File: src/rtl/clock_time_ctrl.sv
// Sequencing controller for the digital-clock counter chain: RUN-mode carry
// enables plus the time-set FSM with key single-step, auto-repeat and timeout.
module clock_time_ctrl #(
  parameter int unsigned REPEAT_START  = 8,
  parameter int unsigned REPEAT_PERIOD = 4,
  parameter int unsigned TIMEOUT_S     = 10,
  parameter int unsigned CW            = 16
) (
  input  logic       CP,
  input  logic       CR,
  input  logic       tick_1hz,
  input  logic       key_mode,
  input  logic       key_inc,
  input  logic       sec_tc,
  input  logic       min_tc,
  output logic       sec_en,
  output logic       min_en,
  output logic       hr_en,
  output logic       sec_clr,
  output logic [1:0] mode,
  output logic       blink
);

  localparam logic [1:0] RUN     = 2'd0;
  localparam logic [1:0] SET_HR  = 2'd1;
  localparam logic [1:0] SET_MIN = 2'd2;
  localparam logic [1:0] SET_SEC = 2'd3;

  localparam logic [CW-1:0] REP_START  = CW'(REPEAT_START);
  localparam logic [CW-1:0] REP_PERIOD = CW'(REPEAT_PERIOD);
  localparam logic [CW-1:0] IDLE_LIMIT = CW'(TIMEOUT_S);

  logic [1:0]    state;
  logic [1:0]    stateNext;
  logic          prevMode;
  logic          prevInc;
  logic [CW-1:0] holdCnt;
  logic [CW-1:0] periodCnt;
  logic [CW-1:0] idleCnt;
  logic [CW-1:0] idleNext;

  logic modeEdge;
  logic incEdge;
  logic inSet;
  logic inRun;
  logic keyActive;
  logic repeatPulse;
  logic incPulse;
  logic timeout;
  logic stateChange;

  assign modeEdge  = key_mode & ~prevMode;
  assign incEdge   = key_inc & ~prevInc;
  assign inRun     = (state == RUN);
  assign inSet     = ~inRun;
  assign keyActive = key_mode | key_inc;

  // periodCnt only runs once the hold count has passed REP_START, so the
  // first repeat fires at REP_START and later ones every REP_PERIOD cycles.
  assign repeatPulse = key_inc &
                       ((holdCnt == REP_START) |
                        ((holdCnt > REP_START) & (periodCnt == REP_PERIOD)));

  // A simultaneous mode edge takes priority over any increment request.
  assign incPulse = inSet & (incEdge | repeatPulse) & ~modeEdge;

  assign idleNext = idleCnt + 1'b1;
  assign timeout  = inSet & tick_1hz & ~keyActive & (idleNext == IDLE_LIMIT);

  always_comb begin
    stateNext = state;
    if (modeEdge) begin
      stateNext = state + 2'd1;
    end else if (timeout) begin
      stateNext = RUN;
    end
  end

  assign stateChange = (stateNext != state);
  assign mode        = state;

  always_ff @(posedge CP or posedge CR) begin
    if (CR) begin
      state    <= RUN;
      prevMode <= 1'b1;
      prevInc  <= 1'b1;
    end else begin
      state    <= stateNext;
      prevMode <= key_mode;
      prevInc  <= key_inc;
    end
  end

  always_ff @(posedge CP or posedge CR) begin
    if (CR) begin
      holdCnt   <= '0;
      periodCnt <= '0;
    end else if (!key_inc || stateChange) begin
      holdCnt   <= '0;
      periodCnt <= '0;
    end else begin
      if (holdCnt != '1) begin
        holdCnt <= holdCnt + 1'b1;
      end
      if (repeatPulse) begin
        periodCnt <= CW'(1);
      end else if ((holdCnt > REP_START) && (periodCnt != '1)) begin
        periodCnt <= periodCnt + 1'b1;
      end
    end
  end

  always_ff @(posedge CP or posedge CR) begin
    if (CR) begin
      idleCnt <= '0;
    end else if (inRun || keyActive) begin
      idleCnt <= '0;
    end else if (tick_1hz) begin
      idleCnt <= idleNext;
    end
  end

  always_ff @(posedge CP or posedge CR) begin
    if (CR) begin
      sec_en  <= 1'b0;
      min_en  <= 1'b0;
      hr_en   <= 1'b0;
      sec_clr <= 1'b0;
      blink   <= 1'b0;
    end else begin
      sec_en  <= inRun & tick_1hz;
      min_en  <= (inRun & tick_1hz & sec_tc) |
                 (incPulse & (state == SET_MIN));
      hr_en   <= (inRun & tick_1hz & sec_tc & min_tc) |
                 (incPulse & (state == SET_HR));
      sec_clr <= incPulse & (state == SET_SEC);
      if (stateChange || inRun) begin
        blink <= 1'b0;
      end else if (tick_1hz) begin
        blink <= ~blink;
      end
    end
  end

endmodule

File: config.mk
export PLATFORM = sky130hd
export DESIGN_NAME = clock_time_ctrl
export DESIGN_NICKNAME = d
export VERILOG_FILES = /design/src/rtl/clock_time_ctrl.sv
export SDC_FILE = /design/constraint.sdc
export NUM_CORES = 1
export LEC_CHECK = 0
export CORE_MARGIN = 5
export CORE_UTILIZATION = 60
export CTS_BUF_LIST = sky130_fd_sc_hd__clkbuf_4 sky130_fd_sc_hd__clkbuf_8
export DETAILED_ROUTE_END_ITERATION = 12
export GPL_TIMING_DRIVEN = 0
export PLACE_DENSITY_LB_ADDON = 0.1
export SLEW_MARGIN = 20
export SYNTH_ARGS = -nofsm -noshare
export SYNTH_HDL_FRONTEND = slang
export SYNTH_SLANG_ARGS = --single-unit
export TNS_END_PERCENT = 30
File: constraint.sdc
create_clock -name CP -period 6.05 [get_ports CP]
set_clock_uncertainty 0.1 [all_clocks]
set_input_delay 0.605 -clock CP [delete_from_list [all_inputs] [get_ports CP]]
set_output_delay 0.605 -clock CP [all_outputs]
set_load 0.02 [all_outputs]
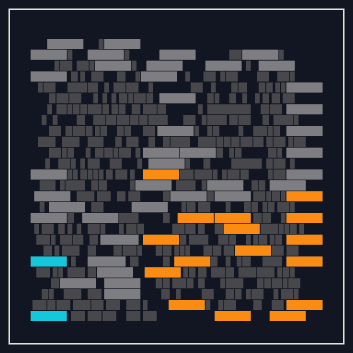
Fig. 1. Register map, names as in the netlist (run 1).
Drawn at 4 px/um.
| color | netlist name | sequential cells |
|---|---|---|
| orange | `holdCnt` | 16 |
| cyan | `mode` | 2 |
not colored: 39

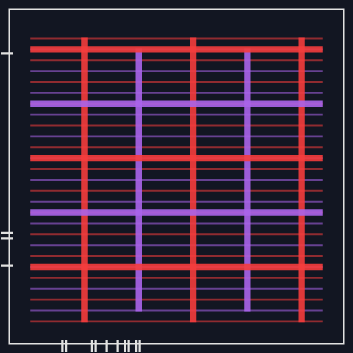
Fig. 2. Power grid (run 1).
Drawn at 4 px/um. Pins as bars on the die edge.
| color | net |
|---|---|
| purple | VDD |
| red | VSS |
signal pins: 14
met1 rails: 27
met4 straps: 5
met5 straps: 5
rows: 26

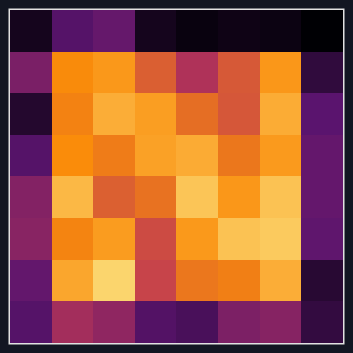
Fig. 3. Placement density heat map (run 1).
Drawn at 4 px/um. The die is cut into 8 by 8 equal tiles; black is low, pale yellow is high, 0 to 100% covered.
emptiest ninth of the die: north-east
tiles over 75% full: 31%
mean over tiles: 51%
nearly empty tiles: 1.6%

==> results.toml, run 1 <==
# yosys + openroad results
[worst_setup_path]
cp-start-kind = "flop"
crit_chain = "inv_1 -> ha_1 -> or3_1 -> clkbuf_1 -> nor2_1 -> o21ai_0 -> a2111o_1 -> nor4_2 -> o22ai_1"
arrival_ps = 2680
cp_max_fo = 8
cp-end-kind = "flop"
worstSetupPathType = "flop to flop"

[clock_tree]
holdBufCountCts = 0
cts.clk_slew.worst_paths_ps = 70
post_cts_resized = 0
cts_buffer_depth = 2
cts_sinks = 57
cts_tree = "built"
cts_root_buf = "clkbuf_8"

[detailed_routing]
antenna_left = 0
routed_via_density = 5.49
drt_wl_total_mm = 6.33
drc = 0

[pwr]
p_leak_nw = 1.44
ir_drop_uv = 181

[global_route]
grt_pass1_wl_mm = 11.4
track_usage_pct = 19.9

[run_status]
status = "completed"

[floorplan]
ios = 14
rows = 26
core_um2 = 5170

[yosys]
common_cells = "dfrtp_1, nor2_1, xnor2_1, nand2_1, nand3_1"
syn_inst = 353
synth.ff_latch_count = 57
synth.most_common_cell = "dfrtp_1"
ys_warn_count = 0

[final_timing]
worst_pin_slew_ps = 710
final-hold-violation-count = 0
whs_ps = 426

[placed_design]
gp_congestion = 0.799
place_ws_ps = 3160

[layout]
design_area_um2 = 3630
nNetsFinal = 393
==> run 1: area by class of cell <==
| type | count | area [um2] | area share (%) |
|---|---|---|---|
| plain buffers | 14 | 66.3 | 1.83 |
| clock buffers | 10 | 138 | 3.79 |
| clock inverters | 6 | 57.6 | 1.59 |
| inverters | 19 | 73.8 | 2.04 |
| multi-input cells | 263 | 1660 | 45.6 |
| flip-flops and latches | 57 | 1430 | 39.4 |
| well taps | 70 | 87.6 | 2.41 |
| repair buffers | 12 | 120 | 3.31 |
==> run 1: registers in the layout (all words and copies together) (netlist names) <==
name and flops:
mode 2, idleCnt 16, min_en 1, prevInc 1
sec_clr 1, holdCnt 16, periodCnt 16, blink 1
sec_en 1, prevMode 1, hr_en 1
==> run 1: metal layers <==
| layer | wire, um | track usage [%] | vias up | part of all wire (%) |
|---|---|---|---|---|
| li1 | - | - | 1263 | - |
| met5 | 0 | 0 | - | 0 |
| met3 | 174 | 5.35 | 7 | 2.7 |
| met1 | 2960 | 24.1 | 1179 | 47 |
| met4 | 76 | 6.84 | 0 | 1.2 |
| met2 | 3110 | 34.2 | 28 | 49 |
==> run 1: final timing paths <==
path                             start             to  slack (ps)  cells past startpoint
max in group asynchronous           CR  periodCnt[11]        4780                      2
min                        holdCnt[12]    holdCnt[12]         430                      1
min in group asynchronous           CR         sec_en         620                      2
max reg2reg                    mode[0]        mode[1]        3480                      9
min reg2reg                holdCnt[12]    holdCnt[12]         430                      1
max                            mode[0]        mode[1]        3480                      9
==> run 1: power breakdown <==
part	switching (mW)	internal, mW	total (mW)
Clock	0.156	0.198	0.354
Combinational	0.0561	0.0388	0.0948
Sequential	0.0109	0.394	0.405
==> run 1: critical path, delay by kind of cell (launching register included) <==
family	cells	cell delay (ps)
simple gates	3	830
compound gates	3	540
flops	1	410
buf+inv	2	320
fa+ha+maj	1	240
==> run 1: cells by family after synthesis <==
logic type,Yosys count,share of synthesized area (%)
AND/OR/NAND/NOR,170,26.6
XOR/XNOR,46,12.5
multiplexers,3,0.971
AND-OR/OR-AND,34,7.42
flip-flops,57,44.3
adder cells (fa/ha/maj),10,3.88
buffers and inverters,33,4.27
==> run 1: layout by cell type, fill, tap and decap left out, types with 3 or more instances in the layout <==
cell	count
a211oi_1	3
ha_1	10
inv_1	18
clkbuf_1	7
dfrtp_1	55
a31oi_1	3
xor2_1	16
buf_2	5
nand3_1	24
nor3_1	16
clkinv_2	4
and3_1	3
and2_1	3
clkbuf_8	10
o21ai_0	6
nor4_1	13
nand4_1	7
clkdlybuf4s50_1	12
nand2b_1	4
a21oi_1	8
or3_1	5
nor2_1	54
and4_1	3
xnor2_1	30
nand2_1	27
Fig. 4: run 1, metal 2
Drawn at 4 px/um.
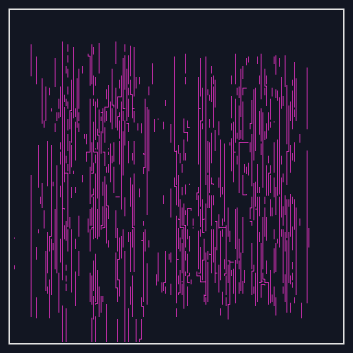

==> run 2: changes to the inputs <==
--- a/config.mk
+++ b/config.mk
@@ -6,7 +6,7 @@
 export NUM_CORES = 1
 export LEC_CHECK = 0
 export CORE_MARGIN = 5
-export CORE_UTILIZATION = 60
+export CORE_UTILIZATION = 57
 export CTS_BUF_LIST = sky130_fd_sc_hd__clkbuf_4 sky130_fd_sc_hd__clkbuf_8
 export DETAILED_ROUTE_END_ITERATION = 12
 export GPL_TIMING_DRIVEN = 0
==> constraint.sdc (replaced) <==
create_clock -name CP -period 2.2 [get_ports CP]
set_clock_uncertainty 0.1 [all_clocks]
set_input_delay 0.22 -clock CP [delete_from_list [all_inputs] [get_ports CP]]
set_output_delay 0.22 -clock CP [all_outputs]
set_load 0.02 [all_outputs]
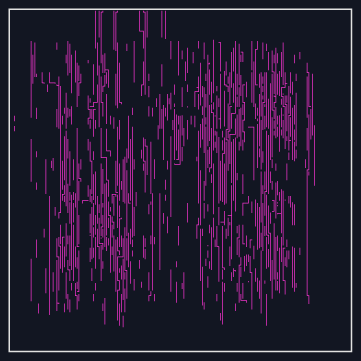
Fig. 5. Metal 2 (run 2).
Drawn at 4 px/um.
main direction: vertical
nets with wire on the layer: 334
wire length on this layer: 3450 um
share of all routed wire: 50%
longest straight run: 31.6 um

==> run 2 against run 1 <==
Effect of this change:
- the run now ends with negative setup slack left
- clock power rose to 2.7 times the previous value
- synthesized cell count is the same
- sequential power went up to 2.7 times the previous value
- final cell count rose by 3.1%
- register-to-register slack got worse by 3500 ps
- setup slack got worse by 3500 ps
- flip-flop count stayed put
- global-route usage is 0.37 points lower
- hold slack lost 200 ps
- total power rose to 2.8 times the previous value
- critical path type unchanged
==> results.toml, run 2 <==
# yosys + openroad results
[clock_tree]
cts.clk_slew.worst_paths_ps = 70
cts_sinks = 57
cts_buffer_depth = 2
cts_root_buf = "clkbuf_8"

[global_route]
grt_pass1_wl_mm = 11.5
track_usage_pct = 19.6

[yosys]
synth.ff_latch_count = 57
syn_inst = 353
ys_sh_xor_pct = 12.5
yosys.area_share.simple_pct = 26.6
adder_share_pct = 3.88
common_cells = "dfrtp_1, nor2_1, xnor2_1, nand2_1, nand3_1"
ys_top_logic_family = "simple AND/OR/NAND/NOR gates"

[hold_path]
hold_end = "sec_en"
min_path_cells = 2

[detailed_routing]
topRoutingLayerUsed = "met4"
antenna_left = 0
routed_via_density = 5.63
wl_met2_mm = 3.45
drc = 0
drt_wl_total_mm = 6.86
wl_met1_mm = 3.10
wl_met3_um = 250

[floorplan]
core_um2 = 5510

[worst_setup_path]
r2r_slack_ps = -6
cp_max_fo = 6
cp-end-kind = "flop"
r2r-end = "mode[1]"
r2r_start = "mode[0]"
arrival_ps = 2300
worstSetupPathType = "flop to flop"
cp-start-kind = "flop"

[final_timing]
setup_slack_ps = -5.71
worst_pin_slew_ps = 681
final-hold-violation-count = 0
setup_viol = 1

[run_status]
violations = "negative setup slack"
status = "finished with violations"

[layout]
layout_top_cell = "nor2_1"
lay_top_cells = "nor2_1, dfrtp_1, xnor2_1, nand2_1, nand3_1"

[placed_design]
place_ws_ps = -325
gp_congestion = 0.803
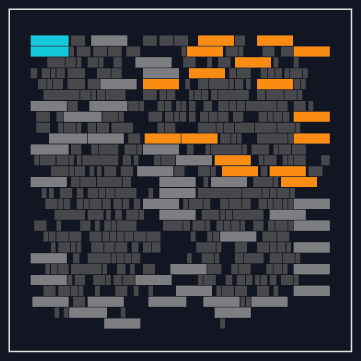
Fig. 6. Register map, names as in the netlist (run 2).
Drawn at 4 px/um.
| color | netlist name | sequential cells |
|---|---|---|
| orange | `holdCnt` | 16 |
| cyan | `mode` | 2 |
not colored: 39

[run 2: how the worst max path moves through the flow]
stage / start / endpoint / slack [ps] / cells after the start
3_3_place_gp: CR / mode[0] / -710 / 2
6_report: mode[0] / mode[1] / -6 / 9
5_1_grt: idleCnt[9] / mode[1] / -130 / 6
3_5_place_dp: idleCnt[0] / blink / -320 / 7
4_1_cts: mode[0] / mode[1] / 20 / 9
2_1_floorplan: mode[0] / mode[1] / -20 / 9
[run 2: critical path, cell delays in order, from the launching register on]
cell      delay, ps
dfrtp_2         390
inv_4            50
ha_4            160
or3_4           330
buf_8           140
nor2_4           80
o21ai_2          60
a2111o_1        320
nor4_4          300
o22ai_1         140
[run 2: routing by layer]
metal,up-vias,track usage [%]
met5,-,0
met4,0,7.77
met3,6,3.30
met2,60,31.6
met1,1268,26.1
li1,1283,-
[run 2: repair_timing]
action                     4_1_cts  5_1_grt
pin swaps                        1        8
resized                          8       25
buffers inserted                 4        9
setup endpoints to repair       24       31
[run 2: cells by family after synthesis]
| kind of cell | after synthesis |
|---|---|
| flip-flops | 57 |
| buffers and inverters | 33 |
| AND/OR/NAND/NOR | 170 |
| multiplexers | 3 |
| XOR/XNOR | 46 |
| AND-OR/OR-AND | 34 |
| adder cells (fa/ha/maj) | 10 |
[run 2: report_power, final]
group          total [mW]  switching, mW  internal (mW)
clock network       0.959          0.414          0.545
registers            1.11         0.0224           1.09
logic               0.346          0.186          0.159
total                2.41          0.623           1.79
[run 2: area by class of cell]
cell class,instances,area [um2],area share [%]
timing repair buffer,25,218,5.56
multi-input combinational,263,1820,46.5
tap,72,90.1,2.30
buffer,13,78.8,2.01
inverter,19,76.3,1.95
clock buffer,10,138,3.51
sequential,57,1440,36.7
clock inverter,6,57.6,1.47
[run 2: per-stage QoR]
stage | hold WS (ps) | area, um2 | cells | TNS (ps) | power, mW
floorplan | 124 | 3260 | 353 | -43.1 | 1.31
global placement | 392 | 3470 | 437 | -31510 | 1.42
detailed placement | 406 | 3470 | 437 | -2260 | 1.42
CTS | 217 | 3740 | 457 | 0 | 2.40
global route | 230 | 3920 | 465 | -364 | 2.53
finish | 223 | 3920 | 465 | -5.71 | 2.41
Power is estimated from default activity; no workload was simulated.
